--- src/rtl/pipelined_adder.sv ---
// pipelined_adder: WIDTH-bit add/subtract split into STAGES carry-chained
// chunks, one chunk per pipeline stage, with valid/ready on both sides.
// Optional flags (signed overflow, zero) are built only when the FLAGS_EN
// macro is defined; otherwise overflow and zero are tied to 0.
module pipelined_adder #(
  parameter int WIDTH  = 32,
  parameter int STAGES = 4
) (
  input  logic             clk,
  input  logic             rst,
  input  logic             in_valid,
  output logic             in_ready,
  input  logic [WIDTH-1:0] input_0,
  input  logic [WIDTH-1:0] input_1,
  input  logic             carry_in,
  input  logic             sub,
  output logic             out_valid,
  input  logic             out_ready,
  output logic [WIDTH-1:0] sum,
  output logic             carry_out,
  output logic             overflow,
  output logic             zero
);

  localparam int          CHUNK = WIDTH / STAGES;
  // Inter-stage register count; kept at least 1 so STAGES=1 still elaborates.
  localparam int          PIPE  = (STAGES > 1) ? STAGES - 1 : 1;
  localparam int unsigned LAST  = STAGES - 1;

  logic             advance;
  logic [WIDTH-1:0] b_eff;

  // Registers between stage k and stage k+1 (the last stage feeds the
  // output registers directly). Operands travel whole; each stage only
  // consumes its own chunk, so upper chunks arrive skewed into their stage
  // and finished lower sum chunks are carried along to align at the output.
  logic [WIDTH-1:0] a_q [PIPE];
  logic [WIDTH-1:0] b_q [PIPE];
  logic [WIDTH-1:0] s_q [PIPE];
  logic             c_q [PIPE];
  logic             v_q [PIPE];

  // Per-stage inputs and combinational results.
  logic [WIDTH-1:0] a_in [STAGES];
  logic [WIDTH-1:0] b_in [STAGES];
  logic [WIDTH-1:0] s_in [STAGES];
  logic             c_in [STAGES];
  logic             v_in [STAGES];
  logic [WIDTH-1:0] s_nx [STAGES];
  logic             c_nx [STAGES];
  logic [CHUNK:0]   part;

  // All stages move together; the pipe only stalls when a result is waiting.
  assign advance  = !out_valid || out_ready;
  assign in_ready = advance;
  assign b_eff    = sub ? ~input_1 : input_1;

  // Chunk adders: stage k adds chunk k of A and B' plus the carry from k-1.
  always_comb begin
    part    = '0;
    a_in[0] = input_0;
    b_in[0] = b_eff;
    s_in[0] = '0;
    c_in[0] = carry_in;
    v_in[0] = in_valid;
    for (int unsigned k = 1; k < STAGES; k++) begin
      a_in[k] = a_q[k-1];
      b_in[k] = b_q[k-1];
      s_in[k] = s_q[k-1];
      c_in[k] = c_q[k-1];
      v_in[k] = v_q[k-1];
    end
    for (int unsigned k = 0; k < STAGES; k++) begin
      part    = {1'b0, CHUNK'(a_in[k] >> (k * CHUNK))}
              + {1'b0, CHUNK'(b_in[k] >> (k * CHUNK))}
              + {{CHUNK{1'b0}}, c_in[k]};
      s_nx[k] = s_in[k] | (WIDTH'(part[CHUNK-1:0]) << (k * CHUNK));
      c_nx[k] = part[CHUNK];
    end
  end

  // Pipeline and output registers; everything holds while stalled.
  always_ff @(posedge clk or posedge rst) begin
    if (rst) begin
      for (int unsigned k = 0; k < PIPE; k++) begin
        a_q[k] <= '0;
        b_q[k] <= '0;
        s_q[k] <= '0;
        c_q[k] <= 1'b0;
        v_q[k] <= 1'b0;
      end
      out_valid <= 1'b0;
      sum       <= '0;
      carry_out <= 1'b0;
    end else if (advance) begin
      for (int unsigned k = 0; k < LAST; k++) begin
        a_q[k] <= a_in[k];
        b_q[k] <= b_in[k];
        s_q[k] <= s_nx[k];
        c_q[k] <= c_nx[k];
        v_q[k] <= v_in[k];
      end
      out_valid <= v_in[LAST];
      sum       <= s_nx[LAST];
      carry_out <= c_nx[LAST];
    end
  end

`ifdef FLAGS_EN
  logic ovf_nx;
  logic zero_nx;

  // Operand sign bits reach the last stage inside the skewed operand words.
  assign ovf_nx  = (a_in[LAST][WIDTH-1] == b_in[LAST][WIDTH-1])
                && (s_nx[LAST][WIDTH-1] != a_in[LAST][WIDTH-1]);
  assign zero_nx = (s_nx[LAST] == '0);

  // Flag registers advance in lockstep with sum.
  always_ff @(posedge clk or posedge rst) begin
    if (rst) begin
      overflow <= 1'b0;
      zero     <= 1'b0;
    end else if (advance) begin
      overflow <= ovf_nx;
      zero     <= zero_nx;
    end
  end
`else
  assign overflow = 1'b0;
  assign zero     = 1'b0;
`endif

endmodule

--- config.mk ---
export PLATFORM = sky130hd
export DESIGN_NAME = pipelined_adder
export DESIGN_NICKNAME = d
export VERILOG_FILES = /design/src/rtl/pipelined_adder.sv
export SDC_FILE = /design/constraint.sdc
export NUM_CORES = 1
export LEC_CHECK = 0
export ABC_CLOCK_PERIOD_IN_PS = 8100
export CAP_MARGIN = 20
export CORE_MARGIN = 5
export CORE_UTILIZATION = 50
export CTS_CLUSTER_DIAMETER = 60
export DETAILED_ROUTE_END_ITERATION = 16
export GPL_ROUTABILITY_DRIVEN = 1
export PLACE_DENSITY_LB_ADDON = 0.3
export REMOVE_ABC_BUFFERS = 1
export SYNTH_ARGS = -nofsm -noshare
export SYNTH_HDL_FRONTEND = slang
export SYNTH_SLANG_ARGS = --single-unit
--- constraint.sdc ---
create_clock -name clk -period 8.1 [get_ports clk]
set_clock_uncertainty 0.15 [all_clocks]
set_input_delay 1.62 -clock clk [delete_from_list [all_inputs] [get_ports clk]]
set_output_delay 1.62 -clock clk [all_outputs]
set_load 0.01 [all_outputs]
==> run_1/congestion_map.png <==
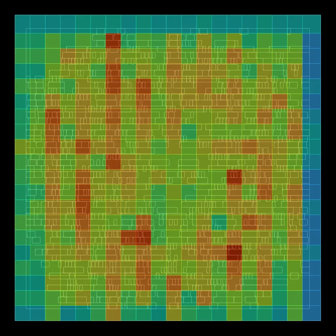
GRT met2 Usage: 27.4%
wire length per cell after detailed routing: 12.9 um
core occupancy in the finished layout: 61.1%

==> run_1/ff_map.png <==
Other sequential cells in the stronger gray, the rest of the logic in the fainter gray.
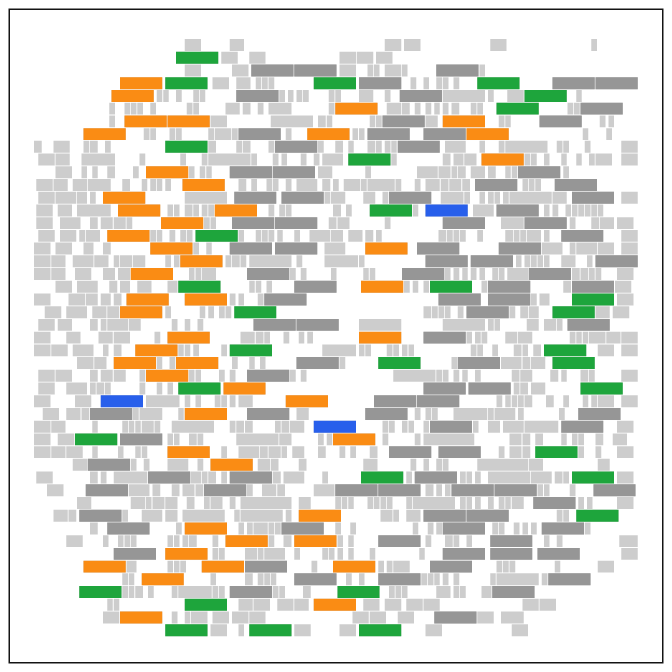
[s_in] orange | flops: 48
[c_in] blue | flops: 3
[sum] green | flops: 32 | where: spread over the die

==> reports/README.md, run 1 <==
| Parameter | Reported | Unit |
| --- | --- | --- |
| Worst Setup Slack, final | 2.60 | ns |
| Number of H-tree branching levels | 4 | - |
| Drt first pass iters | 4 | - |
| CTS clock-pin slew for the worst setup and hold paths | 0.06 | ns |
| Kind of critical path | in -> out | - |
| Post-CTS sizing | 0 | - |
| Synthesized flop and latch total | 184 | - |
| Run status | complete, no violations | - |
| Hold buffers post-CTS | 0 | - |
| PD cells | 378 | mW/mm2 |
| DRC violation total after the first TritonRoute iteration | 412 | - |
| Synthesized cell area | 0.00837 | mm2 |
| First-pass GRT wire length | 28,100 | um |
| Fillcell total | 1,400 | - |
| Max cap viols | 0 | - |
| Library cell appearing most often on the critical path | clkdlybuf4s50_1 | - |
| Tightest slew margin relative to the limit | 28.7 | % |
| Primary FF master, synth | dfrtp_1 | - |
| Number of antenna violations at the first check in global routing | 0 | - |
| FP Util | 50.7 | % |
| Setup-failing EPs final | 0 | - |
| Unrepaired setup endpoints after global routing | no | - |
| Worst-path cell with the longest stage delay | nor2b_4 | - |
| Most frequent cells after synthesis | nand2_1 (433), dfrtp_1 (184), o21ai_0 (51) | - |
| Unique cell type count in the Yosys netlist | 40 | - |
| Tool warnings | 31 | - |
| Top area cell types | dfrtp_1 (55%), nand2_1 (19%), ha_1 (4.2%), xnor2_1 (3.1%), o21ai_0 (3.0%) | - |
| Share of the clock period used by the worst path | 67.9 | % |
| Largest stage delay on the critical path | 0.64 | ns |
| Final Instance Count excl. Fillers | 1,229 | - |
| Gate Count Post-Synth | 913 | - |
==> run_1/clock_wires.png <==
Scale bar: 50 um.
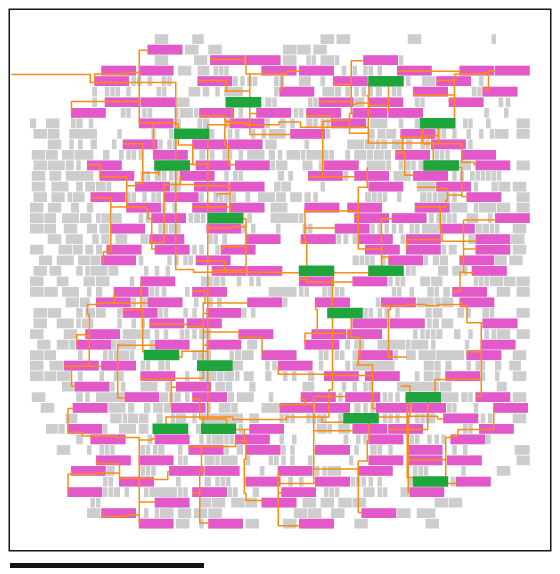
[clock wires] orange | length: 2,180 um
[clock-net drivers] green | count: 17
[flip-flops] magenta | count: 184
flops lie: spread over the die

[run 1: power by group]
group          total [mW]  internal (mW)  leakage [nW]  switching (mW)
logic                1.40          0.643          2.37           0.759
registers            1.56           1.33          2.22           0.233
clock network       0.853          0.517         0.300           0.337
total                3.82           2.49          4.89            1.33
[run 1: critical path: cells and delay by family]
kind / cells / cell delay (ns)
simple gates: 1 / 0.64
buf+inv: 3 / 1.43
[run 1: cell families after synthesis]
family	count (synthesis)	share of synthesized area, %
xor gates and xnor gates	44	4.60
DFF	184	55.0
buffers and inverters	56	3.68
and+or+nand+nor	478	22.2
other	1	0.0448
AOI/OAI and AO/OA	114	8.40
adders and majority gates	36	6.10
[run 1: layout make-up]
cell class                 count  area, um2  area share (%)
tap                          220        275            2.73
clock inverter                 8        118            1.16
timing repair buffer         109       1090            10.8
sequential                   184       4600            45.6
multi-input combinational    674       3470            34.4
clock buffer                  24        492            4.87
inverter                      10       47.5           0.471
[run 1: worst paths after layout]
kind	slack (ns)	from	cells past startpoint	end
worst max-delay path	2.60	out_ready	4	in_ready
worst min register to register	0.31	b_in[60]	2	b_in[28]
worst max register to register	4.56	out_valid	6	s_in[71]
max in group asynchronous	4.94	rst	4	a_in[25]
worst min-delay path	0.31	b_in[60]	2	b_in[28]
min in group asynchronous	1.51	rst	2	sum[25]
[run 1: cell usage in the layout, fill, tap and decap left out, drive strengths merged, types with 2 or more instances in the layout]
cell / netlist / final
o21ai: 53 / 53
ha: 28 / 28
or4: 2 / 2
o31ai: 6 / 6
a221oi: 2 / 2
clkdlybuf4s50: 0 / 103
xnor2: 30 / 30
a21oi: 19 / 19
nand2b: 5 / 5
o211ai: 2 / 2
buf: 34 / 6
o31a: 4 / 4
nor3: 4 / 4
nor2b: 3 / 3
bufinv: 0 / 3
nand2: 433 / 433
clkinv: 0 / 4
conb: 1 / 2
nor3b: 4 / 4
a21o: 5 / 5
nand3: 2 / 2
xor2: 14 / 14
o21a: 9 / 9
a211oi: 9 / 9
inv: 10 / 10
nor2: 22 / 22
dfrtp: 184 / 184
clkbuf: 12 / 24
fa: 8 / 8
[run 1: per-stage QoR]
step / utilization (%) / hold slack, ns / setup TNS, ns / power [mW]
after floorplan: - / 0.280 / -824.98 / 2.57
after global placement: 57.3 / 0.291 / 0 / 2.93
after detailed placement: 57.3 / 0.302 / 0 / 2.99
after CTS: 61.0 / 0.319 / 0 / 3.87
after global routing: 61.1 / 0.336 / 0 / 4.16
final: 61.1 / 0.312 / 0 / 3.82
[run 1: sequential cells by signal, summed over array words and instances, names as in the netlist]
name / cells
v_in: 3
c_in: 3
b_in: 48
a_in: 48
out_valid: 1
s_in: 48
sum: 32
carry_out: 1
[run 1: routing by layer]
metal,part of all wire (%),global-route usage (%)
met1,47,23.8
met2,46,27.4
met3,4.8,4.43
met4,1.5,5.10
met5,0,0
--- run 2 (diff from run 1) ---
ABC_CLOCK_PERIOD_IN_PS = 4800   (was 8100)
clock period = 4.8 ns   (was 8.1 ns; I/O delays follow)
==> run_2/m4.png <==
Cells faint in the background.
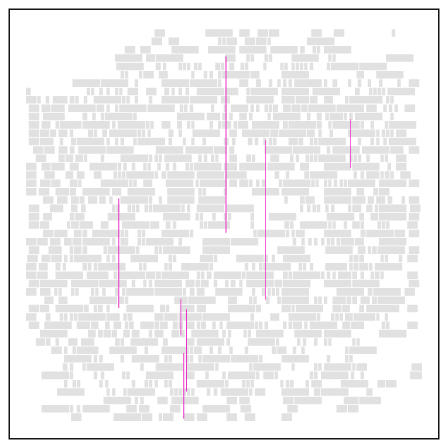
longest straight run: 57.1 um
nets with wire on the layer: 4
wire length on this layer: 219 um
main direction: vertical

==> run_2/pinout.png <==
Pins as bars across the die edge, other pins in gray.
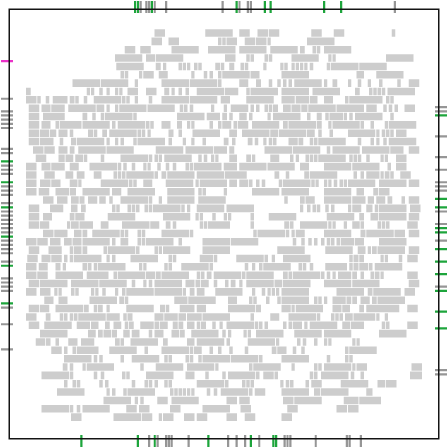
[clk] magenta | pins: 1 | direction: input | edge: west
[sum] green | pins: 32 | direction: output | edge: 11 east, 8 north, 7 south, 6 west
Buffers on Ports: 104
die outline height: 139 um
Die X-Extent: 139 um

==> reports/README.md, run 2 <==
| Parameter | Reported | Unit | vs previous |
| --- | --- | --- | --- |
| Run status | complete, no violations | - |  |
| Switch Pwr | 2.24 | mW | +69% |
| Tightest slew margin relative to the limit | 42.1 | % | +13 points |
| Tool warnings | 29 | - | -6.5% |
| Unique cell type count in the Yosys netlist | 40 | - | unchanged |
| Top area cell types | dfrtp_1 (55%), nand2_1 (19%), ha_1 (4.2%), xnor2_1 (3.1%), o21ai_0 (3.0%) | - |  |
| Routed met3 length | 715 | um | -5.2% |
| Worst Setup Slack, final | 1.59 | ns | -1.01 ns |
| Most common cell after layout, fill and taps aside | nand2_1 | - |  |
| Most frequent cells after synthesis | nand2_1 (433), dfrtp_1 (184), o21ai_0 (51) | - |  |
| DRC violation total after the first TritonRoute iteration | 432 | - | +4.9% |
| First-pass GRT wire length | 27,600 | um | -1.7% |
| PD cells | 632 | mW/mm2 | +67% |
| CTS clock-pin slew for the worst setup and hold paths | 0.06 | ns | about the same |
| Worst flop-to-flop path endpoint | c_in[1] | - |  |
| Share of total power in the clock network | 21.4 | % | -0.9 points |
| Synthesized flop and latch total | 184 | - | unchanged |
| Gate Count Post-Synth | 913 | - | unchanged |
| Hold buffers post-CTS | 0 | - | unchanged |
| Share of power burned in combinational logic | 37.3 | % | +0.6 points |
| Design internal power | 4.13 | mW | +66% |
| Startpoint of the most critical hold path | v_in[0] | - |  |
| Number of antenna violations at the first check in global routing | 0 | - | unchanged |
| Primary FF master, synth | dfrtp_1 | - |  |
| Number of H-tree branching levels | 4 | - | unchanged |
| Share of the clock period used by the worst path | 66.9 | % |  |
| FP Util | 50.7 | % | unchanged |
==> run_2/congestion_map.png <==
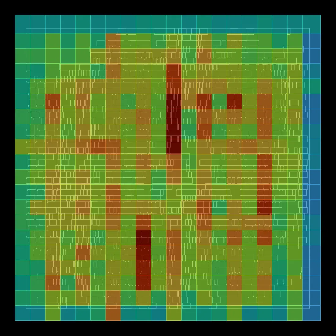
global-route usage over all layers: 17.1%
most crowded layer after global routing: met2
core occupancy in the finished layout: 61.0%
met3 demand-to-capacity share in global routing: 4.67%
wire length per cell after detailed routing: 12.8 um

[run 2: cell counts after synthesis]
Identical to the previous run, type by type.
[run 2: cell families after synthesis]
| family | share of synthesized area [%] |
|---|---|
| flops | 55.0 |
| xor+xnor | 4.60 |
| buf+inv | 3.68 |
| other cells | 0.0448 |
| simple gates | 22.2 |
| fa+ha+maj | 6.10 |
| compound gates | 8.40 |
[run 2: worst max-delay path by stage]
stage / endpoint / cells past startpoint / start / slack (ns)
3_3_place_gp: s_in[43] / 7 / out_ready / 1.27
3_5_place_dp: s_in[43] / 7 / out_ready / 1.27
2_1_floorplan: in_ready / 2 / out_ready / -8.22
6_report: in_ready / 4 / out_ready / 1.59
4_1_cts: in_ready / 4 / out_ready / 1.58
5_1_grt: s_in[43] / 7 / out_ready / 1.49
[run 2: final cells by class]
class	instances	area (um2)
fill	1442	6440
multi-input combinational	674	3470
clock inverter	12	126
sequential	184	4600
clock buffer	19	453
tap	220	275
inverter	10	47.5
timing repair buffer	111	1100
[run 2: power by group through the flow]
stage | clock network (mW) | registers (mW) | logic, mW
final | 1.36 | 2.63 | 2.38
after global routing | 1.46 | 2.72 | 2.75
after CTS | 1.40 | 2.64 | 2.42
after detailed placement | 0 | 2.66 | 2.40
after global placement | 0 | 2.64 | 2.31
after floorplan | 0 | 2.64 | 1.70
[run 2: metal layers]
layer / track usage, % / vias up
met4: 4.94 / 0
met1: 22.8 / 2812
met5: 0 / -
met3: 4.67 / 17
li1: - / 3071
met2: 27.7 / 105
[run 2: worst max-delay path: stages]
cell             delay, ns
clkdlybuf4s50_1       0.50
nor2b_4               0.07
inv_4                 0.04
clkdlybuf4s50_1       0.53
[run 2: through the flow]
stage                     std cells  utilization [%]  hold slack (ns)  power (mW)  instance area (um2)
final                          1230             61.0            0.303        6.37                10100
after global routing           1230             61.0            0.329        6.93                10100
after CTS                      1230             61.0            0.305        6.45                10100
after detailed placement       1199             57.5            0.295        5.06                 9500
after global placement         1199             57.5            0.291        4.95                 9500
after floorplan                 868                -            0.280        4.34                 8110
--- run 3 (diff from run 2) ---
ABC_CLOCK_PERIOD_IN_PS = 3100   (was 4800)
clock period = 3.1 ns   (was 4.8 ns; I/O delays follow)
==> run_3/m4.png <==
Cells faint in the background.
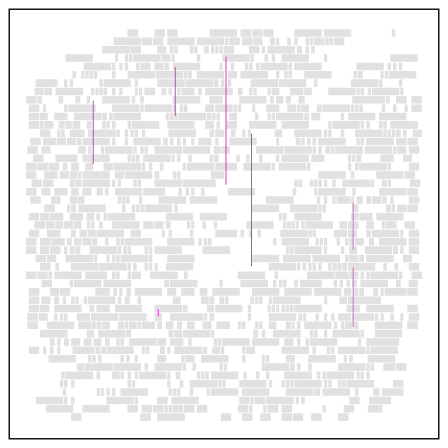
share of all routed wire: 0.99%
main direction: vertical
detailed-route wire length: 15,700 um
DR vias: 6,041

==> run_3/pinout.png <==
Pins as bars across the die edge, other pins in gray.
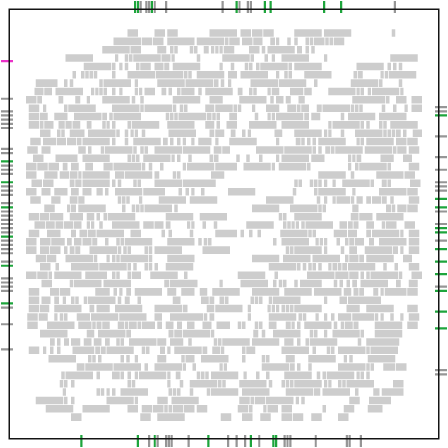
[sum] green | pins: 32 | direction: output | edge: 11 east, 8 north, 7 south, 6 west
[clk] magenta | pins: 1 | direction: input | edge: west
all pins by edge: 40 west, 25 east, 24 south, 18 north

==> reports/README.md, run 3 <==
| Parameter | Reported | Unit | vs previous |
| --- | --- | --- | --- |
| Tightest slew margin relative to the limit | 46.2 | % | +4.1 points |
| DRC violation total after the first TritonRoute iteration | 386 | - | -11% |
| Transition time at the pin with the least slew margin | 0.808 | ns |  |
| Wire length per cell after detailed routing | 12.8 | um | -0.29% |
| Most frequent cells after synthesis | nand2_1 (433), dfrtp_1 (184), o21ai_0 (51) | - |  |
| PD cells | 991 | mW/mm2 | +57% |
| Worst-path cell with the longest stage delay | fa_1 | - |  |
| First-pass GRT wire length | 27,600 | um | about the same |
| Buffers on Ports | 104 | - | unchanged |
| Top area cell types | dfrtp_1 (55%), nand2_1 (19%), ha_1 (4.2%), xnor2_1 (3.1%), o21ai_0 (3.0%) | - |  |
| Run status | complete, no violations | - |  |
| Die X-Extent | 139 | um | unchanged |
| Gate Count Post-Synth | 913 | - | unchanged |
| Top Family by Delay on Critical Path | adder cells | - |  |
| Share of the clock period used by the worst path | 84.8 | % |  |
| Cell count after placement | 1,202 | - | +0.25% |
| Final Instance Count excl. Fillers | 1,233 | - | +0.24% |
| Primary FF master, synth | dfrtp_1 | - |  |
| Largest stage delay on the critical path | 0.46 | ns | -0.07 ns |
| Hold buffers post-CTS | 0 | - | unchanged |
| Most common cell after layout, fill and taps aside | nand2_1 | - |  |
| CTS clock-pin slew for the worst setup and hold paths | 0.06 | ns | about the same |
| Worst path buffer plus inverter count | 1 | - | -2 |
| Unique cell type count in the Yosys netlist | 40 | - | unchanged |
| Tool warnings | 29 | - | unchanged |
==> run_3/ff_map.png <==
Other sequential cells in the stronger gray, the rest of the logic in the fainter gray.
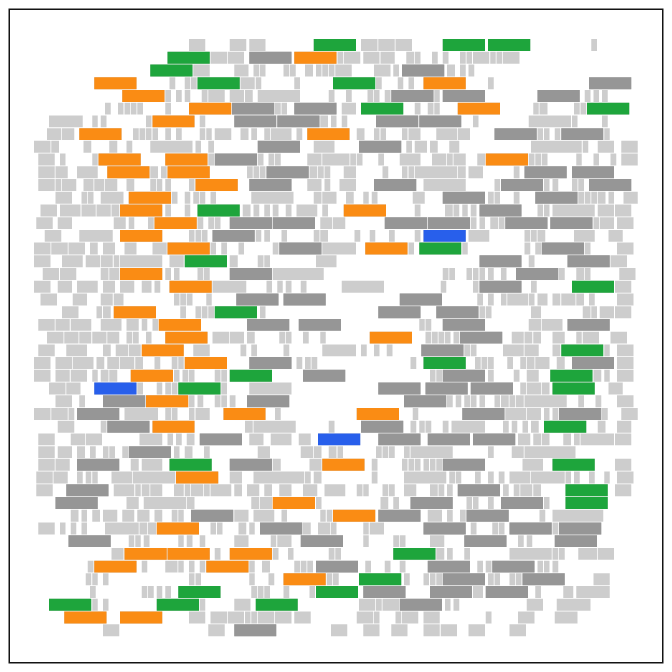
[c_in] blue | flops: 3
[sum] green | flops: 32 | where: spread over the die
[s_in] orange | flops: 48
not colored: 101
sequential fraction of total cell area: 45.1%
core occupancy in the finished layout: 61.7%
power in sequential cells: 4.07 mW

==> run 3: netlist changes by cell type in the layout (fill, tap and decap cells not counted) <==
cell        delta
bufinv_16      +3
clkinv_2       -3
clkbuf_1       +1
clkbuf_8       -1
buf_12         +3
clkinvlp_4     +2
clkinv_4       -2
==> run 3: final timing paths <==
kind | startpoint | endpoint | slack, ns | cells past startpoint
min reg2reg | v_in[0] | out_valid | 0.31 | 1
max | input_1[0] | s_in[70] | 0.47 | 9
min in group asynchronous | rst | a_in[58] | 0.46 | 2
min | v_in[0] | out_valid | 0.31 | 1
max in group asynchronous | rst | a_in[91] | 1.66 | 3
max reg2reg | a_in[24] | carry_out | 0.55 | 7
==> run 3: per-layer routing <==
| metal | vias to the layer above | global-route usage, % | part of all wire, % |
|---|---|---|---|
| met3 | 17 | 5.04 | 5.3 |
| met1 | 2838 | 22.1 | 46 |
| met4 | 0 | 4.94 | 0.99 |
| met5 | - | 0 | 0 |
| li1 | 3083 | - | - |
| met2 | 103 | 28.0 | 47 |
==> run 3: power breakdown <==
part	leakage [nW]	switching, mW	total (mW)	internal (mW)
clock network	0.301	0.896	2.34	1.45
logic	2.41	2.00	3.70	1.70
registers	2.22	0.593	4.07	3.48
==> run 3: kinds of logic after synthesis <==
logic type | synth area share, %
compound gates | 8.40
xor+xnor | 4.60
fa+ha+maj | 6.10
buf+inv | 3.68
flops | 55.0
other cells | 0.0448
simple gates | 22.2
==> run 3: per-stage QoR <==
step	util, %	setup slack [ns]	hold slack, ns	power, mW	cell area [um2]
after floorplan	-	-9.52	0.280	6.72	8110
after global routing	61.7	0.411	0.330	11.0	10200
final	61.7	0.470	0.308	10.1	10200
after global placement	57.9	0.109	0.293	7.70	9560
after CTS	61.7	0.506	0.313	10.3	10200
after detailed placement	57.9	0.0475	0.299	7.86	9560
==> run 3: cell type report <==
class,instances,area [um2]
repair buffers,114,1160
inverters,10,47.5
clock buffers,19,443
clock inverters,12,199
flip-flops and latches,184,4600
well taps,220,275
fillers,1432,6320
multi-input cells,674,3470
Power and IR drop assume default switching activity.
